**src/rtl/imem_pkg.sv**
```systemverilog
// Shared definitions for the instruction memory, its load controller and the fetch stage.
// Latency: n/a (types and constants only).
// Backpressure: n/a.
package imem_pkg;

  // Geometry defaults shared by the memory, the fetch stage and the load controller.
  localparam int IMEM_ADDR_W = 16;
  localparam int IMEM_DATA_W = 32;
  localparam int IMEM_DEPTH  = 256;

  // Load controller state encoding.
  localparam logic [1:0] IDLE = 2'd0;
  localparam logic [1:0] LOAD = 2'd1;
  localparam logic [1:0] DONE = 2'd2;

  typedef enum logic [1:0] {
    S_IDLE = IDLE,
    S_LOAD = LOAD,
    S_DONE = DONE
  } imem_state_t;

endpackage

```
**src/rtl/imem_load_ctrl.sv**
```systemverilog
// Arbitrates the single instruction-memory port between CPU fetch and a program loader.
// Latency: fetch is combinational pass-through; each loader beat is written on the edge that accepts it.
// Backpressure: ld_ready_o is high for the whole LOAD state; the loader may insert bubbles indefinitely.
//
// Ports: clk_i/rst_ni (async active-low); ld_start_i/ld_base_i/ld_len_i open a session;
// ld_valid_i/ld_data_i/ld_ready_o carry loader words; ld_busy_o/ld_done_o/ld_err_o report status;
// fetch_addr_i/fetch_data_o/fetch_valid_o/cpu_stall_o face the fetch stage;
// mem_write_o/mem_addr_o/mem_datain_o/mem_dataout_i drive the memory pins.
module imem_load_ctrl
  import imem_pkg::*;
#(
  parameter int ADDR_W = IMEM_ADDR_W,
  parameter int DATA_W = IMEM_DATA_W,
  parameter int DEPTH  = IMEM_DEPTH
) (
  input  logic              clk_i,
  input  logic              rst_ni,
  input  logic              ld_start_i,
  input  logic [ADDR_W-1:0] ld_base_i,
  input  logic [ADDR_W-1:0] ld_len_i,
  input  logic              ld_valid_i,
  input  logic [DATA_W-1:0] ld_data_i,
  output logic              ld_ready_o,
  output logic              ld_busy_o,
  output logic              ld_done_o,
  output logic              ld_err_o,
  input  logic [ADDR_W-1:0] fetch_addr_i,
  output logic [DATA_W-1:0] fetch_data_o,
  output logic              fetch_valid_o,
  output logic              cpu_stall_o,
  output logic              mem_write_o,
  output logic [ADDR_W-1:0] mem_addr_o,
  output logic [DATA_W-1:0] mem_datain_o,
  input  logic [DATA_W-1:0] mem_dataout_i
);

  localparam logic [ADDR_W:0] DEPTH_LIM = (ADDR_W+1)'(DEPTH);

  imem_state_t       state_q;
  logic [ADDR_W-1:0] addr_cnt_q;
  logic [ADDR_W-1:0] rem_cnt_q;
  logic              err_q;
  logic              range_err;

  // One extra bit so base + len cannot wrap and sneak past the bound.
  assign range_err = (({1'b0, ld_base_i} + {1'b0, ld_len_i}) > DEPTH_LIM);

  always_ff @(posedge clk_i or negedge rst_ni) begin
    if (!rst_ni) begin
      state_q    <= S_IDLE;
      addr_cnt_q <= '0;
      rem_cnt_q  <= '0;
      err_q      <= 1'b0;
    end else begin
      err_q <= 1'b0;
      case (state_q)
        S_IDLE: begin
          if (ld_start_i) begin
            if (range_err) begin
              err_q <= 1'b1;
            end else if (ld_len_i == '0) begin
              state_q <= S_DONE;
            end else begin
              addr_cnt_q <= ld_base_i;
              rem_cnt_q  <= ld_len_i;
              state_q    <= S_LOAD;
            end
          end
        end
        S_LOAD: begin
          // ld_ready_o is constant-high here, so ld_valid_i alone marks an accepted beat.
          if (ld_valid_i) begin
            addr_cnt_q <= addr_cnt_q + ADDR_W'(1);
            rem_cnt_q  <= rem_cnt_q - ADDR_W'(1);
            if (rem_cnt_q == ADDR_W'(1)) begin
              state_q <= S_DONE;
            end
          end
        end
        S_DONE: begin
          state_q <= S_IDLE;
        end
        default: begin
          state_q <= S_IDLE;
        end
      endcase
    end
  end

  always_comb begin
    ld_ready_o    = 1'b0;
    ld_busy_o     = 1'b0;
    ld_done_o     = 1'b0;
    cpu_stall_o   = 1'b0;
    fetch_valid_o = 1'b1;
    mem_write_o   = 1'b0;
    mem_addr_o    = fetch_addr_i;
    case (state_q)
      S_LOAD: begin
        ld_ready_o    = 1'b1;
        ld_busy_o     = 1'b1;
        cpu_stall_o   = 1'b1;
        fetch_valid_o = 1'b0;
        mem_write_o   = ld_valid_i;
        mem_addr_o    = addr_cnt_q;
      end
      S_DONE: begin
        ld_done_o     = 1'b1;
        ld_busy_o     = 1'b1;
        cpu_stall_o   = 1'b1;
        fetch_valid_o = 1'b0;
      end
      default: begin
      end
    endcase
  end

  assign ld_err_o     = err_q;
  assign mem_datain_o = ld_data_i;
  // Raw read data; consumers qualify it with fetch_valid_o.
  assign fetch_data_o = mem_dataout_i;

endmodule

```
**config.mk**
```make
export PLATFORM = sky130hd
export DESIGN_NAME = imem_load_ctrl
export DESIGN_NICKNAME = d
export VERILOG_FILES = /design/src/rtl/imem_pkg.sv /design/src/rtl/imem_load_ctrl.sv
export SDC_FILE = /design/constraint.sdc
export NUM_CORES = 1
export LEC_CHECK = 0
export CORE_MARGIN = 4
export CORE_UTILIZATION = 30
export DETAILED_ROUTE_END_ITERATION = 12
export SYNTH_ARGS = -nofsm -noshare
export SYNTH_HDL_FRONTEND = slang
export SYNTH_SLANG_ARGS = --single-unit
export TNS_END_PERCENT = 30
```
**constraint.sdc**
```tcl
create_clock -name clk_i -period 5.77 [get_ports clk_i]
set_input_delay 1.154 -clock clk_i [delete_from_list [all_inputs] [get_ports clk_i]]
set_output_delay 1.154 -clock clk_i [all_outputs]
set_load 0.01 [all_outputs]
```
### Floorplan with the power grid

Pins as bars on the die edge.
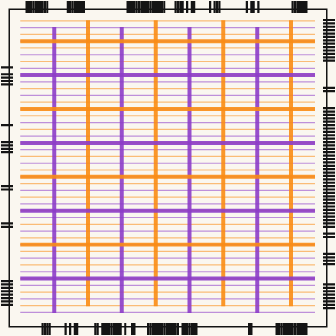
VDD -> orange
VSS -> purple
met4 straps = 8
met1 rails = 44
Die Width: 126.7 um
Peak VDD IR: 0.1373 mV
Core Area: 13830 um2
Die Ht: 126.7 um

### Placement by cell class

The bar under the picture is 50 um long.
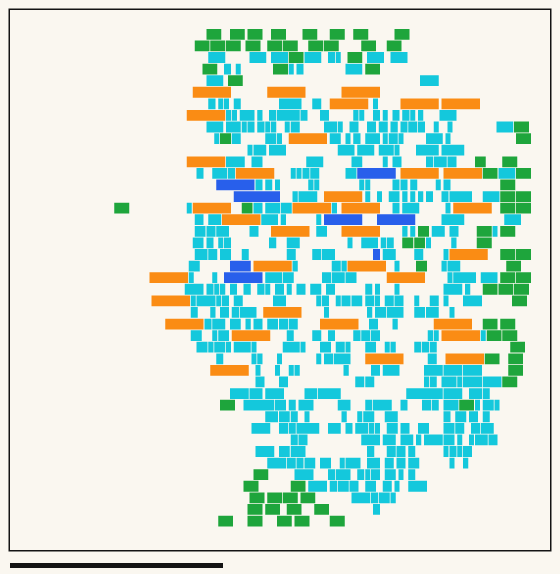
clock drivers and dummy loads -> blue  # cells 8, share of their area 3.8%
remaining buffers and delay cells -> green  # cells 81, share of their area 17%
combinational and other logic -> cyan  # cells 413, share of their area 60%
sequential cells -> orange  # cells 35, share of their area 19%

### Routed clock nets over the placement

The bar under the picture is 50 um long.
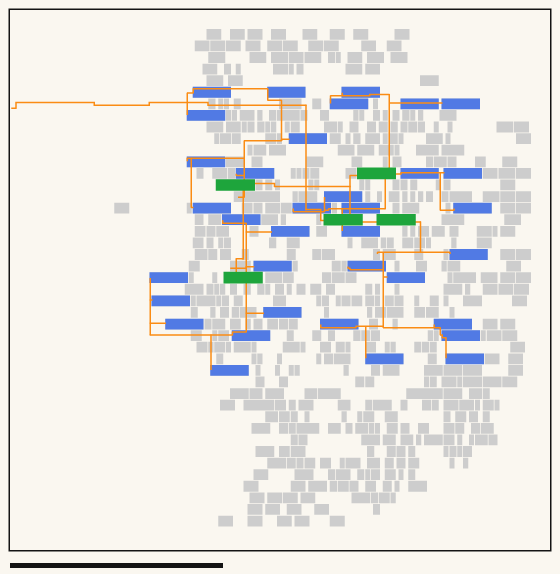
clock wires -> orange  # length 585 um
clock drivers -> green  # count 5
flip-flops -> blue  # count 35
routed clock nets = 6
Clock Power: 0.320 mW
Clock power frac: 22.0%

### Wiring by layer

Only two layers are drawn.
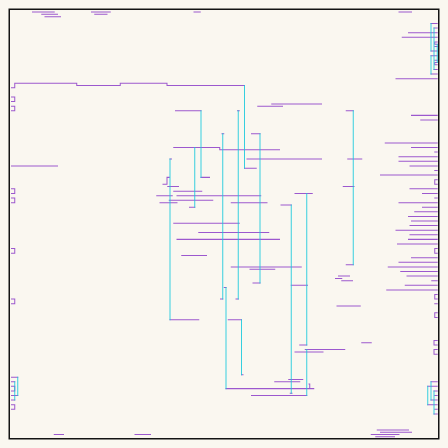
metal 3 -> purple  # wire length 936 um
metal 4 -> cyan  # wire length 524 um
drt total wl: 12690 um
vias post-DR: 3983
GRT Util Overall: 14.89%

==> cell usage in the layout, fill, tap and decap left out, types with 3 or more instances in the layout <==
cell	Yosys	layout
buf_4	66	7
o211ai_1	3	3
nor2_1	68	68
nor4_1	4	4
nor3b_1	3	3
nand4_1	14	14
mux2_4	3	3
dfrtp_1	35	35
and3_1	13	13
o21ai_1	6	6
a211oi_1	18	18
mux2_2	13	13
o21ai_0	15	15
a221oi_1	4	4
mux2_1	16	16
mux2i_1	8	8
clkdlybuf4s50_1	0	74
a21oi_1	20	20
xor2_1	3	3
inv_1	22	22
a311oi_2	4	4
a21o_1	7	7
nand3_1	9	9
nand2_1	34	34
o32ai_1	10	10
a31oi_1	5	5
o31ai_1	4	4
clkbuf_16	0	5
nand2b_1	10	10
and2_1	3	3
o22ai_1	9	9
nor2b_1	3	3
ha_1	22	21
nor3_1	23	23
==> cell families after synthesis <==
kind of cell / count (synthesis) / synth area share, %
compound gates: 125 / 21.44
simple gates: 196 / 22.98
mux: 40 / 10.68
fa+ha+maj: 23 / 6.980
xor+xnor: 5 / 1.035
flops: 35 / 20.70
buf+inv: 113 / 16.18
==> layout make-up <==
type                       count  area share [%]
tap                          180           4.662
sequential                    35           18.13
inverter                      24           1.865
multi-input combinational    389           55.32
timing repair buffer          81           16.42
clock buffer                   6           2.875
clock inverter                 2          0.7252
==> registers in the layout, summed over array words and instances (netlist names) <==
register,count
addr_cnt_q,16
state_q,2
ld_err_o,1
rem_cnt_q,16
==> layer usage <==
metal	GRT usage [%]	vias to the layer above	part of all wire, %
met5	0	-	0
met4	6.562	0	4.1
met3	3.832	45	7.4
met2	24.44	158	47
met1	18.39	1876	42
li1	-	1904	-
==> worst paths after layout <==
path / from / endpoint / slack [ps] / cells past startpoint
worst max-delay path: ld_base_i[0] / addr_cnt_q[14]$_DFFE_PN0P_ / 900 / 12
max in group asynchronous: rst_ni / addr_cnt_q[1]$_DFFE_PN0P_ / 4120 / 2
worst min register to register: rem_cnt_q[14]$_DFFE_PN0P_ / rem_cnt_q[14]$_DFFE_PN0P_ / 540 / 1
worst min-delay path: rem_cnt_q[14]$_DFFE_PN0P_ / rem_cnt_q[14]$_DFFE_PN0P_ / 540 / 1
min in group asynchronous: rst_ni / addr_cnt_q[14]$_DFFE_PN0P_ / 1300 / 2
worst max register to register: state_q[0]$_DFFE_PN0P_ / addr_cnt_q[0]$_DFFE_PN0P_ / 2760 / 7
==> critical path, stage by stage <==
cell and delay, ps:
clkdlybuf4s50_1 500, ha_1 270, fa_1 420, a21o_1 230, a311oi_2 440, nor3_1 180
o211ai_2 210, mux2i_1 120, nor4_2 330, nand2_2 480, mux2_4 470, a311oi_2 240
==> power breakdown <==
group / leakage, nW / total (mW) / switching (mW) / internal (mW)
clock network: 0.0868 / 0.320 / 0.105 / 0.215
logic: 1.51 / 0.704 / 0.410 / 0.294
registers: 0.352 / 0.430 / 0.109 / 0.320
total: 1.95 / 1.45 / 0.624 / 0.829
==> results.toml <==
# yosys + openroad results
[clock_tree]
cts_tree = "done"
cts_num_sinks = 35
cts.clk_slew.worst_paths_ps = 60
numCtsBuffers = 5
worstSkewPairLatency_ps = 280
clk_path_buf_depth = 2
htreeDepth = 2
cts_resized = 0
cts_root_buf = "clkbuf_16"
post-cts-setup-buffers = 0
hold_buffers = 0

[timing]
fin_skew_ps = 2.568
max_slew_margin_pct = 38.21
final.setup.tns_ps = 0
worst_slew_pin_slew_ps = 923.5
rsz0062_at_grt = "false"
setup_viol = 0
max_freq_mhz = 205.5
hold_viol = 0
fin_worst_hold_slack_ps = 542.4
finalWorstSetupSlack_ps = 902.9
fin_crit_ps = 4867
fin_crit_sh_pct = 84.35
slew_violations = 0

[placement]
place.gp.congestion = 0.8792
place_hpwl_um = 9534
place_ws_ps = 609.8
io_buffer_count = 74
dpl_cell_area_um2 = 4657
place_inst = 709

[worst_hold_path]
holdCritPathClass = "flop to flop"

[logic_synthesis]
syn_inst = 537
yosys_cells = 537
synth-edff-count = 0
yosys_area_um2 = 4230
yosys.cell_count.top_type = "nor2_1"
synth_area_per_cell_um2 = 7.878
postSynthNetCount = 676
synthFlopType = "dfrtp_1"
yosysWarningCount = 0
synth-async-reset-ratio_pct = 100.0
ys_types = 65
yosys.area.top_type_share_pct = 20.70
topCellsByArea = "dfrtp_1 (21%), buf_4 (12%), ha_1 (6.5%)"
syn_area_um2 = 4230
top_area_cell = "dfrtp_1"
top_cells_by_count = "nor2_1 (68), buf_4 (66), dfrtp_1 (35)"
yosysSeqAreaShare_pct = 20.70
ys_ff = 35

[cells_and_area]
utilization_pct = 34.94
comb_area_um2 = 2673
nFillCells = 1405
nets = 675
antenna_cells = 0
regArea_um2 = 875.8
area_growth_pct = 14.20
final_area_um2 = 4831
drive_gt1_share_pct = 8.566
final_cells = 717

[outcome]
status = "complete, no violations"

[critical_path]
crit_path_start_kind = "input port"
crit_arrival_ps = 5050
path_max_fanout = 29
end_kind = "flop"
cp.required_ps = 5950
setup.worst_path.class = "input port to flop"

[job]
warning_count = 29
cap_violations = 0

[routing]
drt_iter0_drc = 308
routed_via_density = 5.555
remaining_drc_errors = 0
antenna_left = 0
drt-wirelength-per-cell_um = 17.70
dr.pass1.iters = 5

[die]
die_area_um2 = 16060
num_rows = 43
fp_util_pct = 30.59
io_pins = 203

[grt]
grt-ovfl-total = 0
grt_pass1_wl_um = 19600
first_global_vias = 3790
antenna_found_initial = 0
grt_max_degree = 36

[power_and_ir_drop]
power_density_nw_per_um2 = 300.9
p_total_mw = 1.453
p_leak_nw = 1.948
Power and IR drop assume default switching activity.
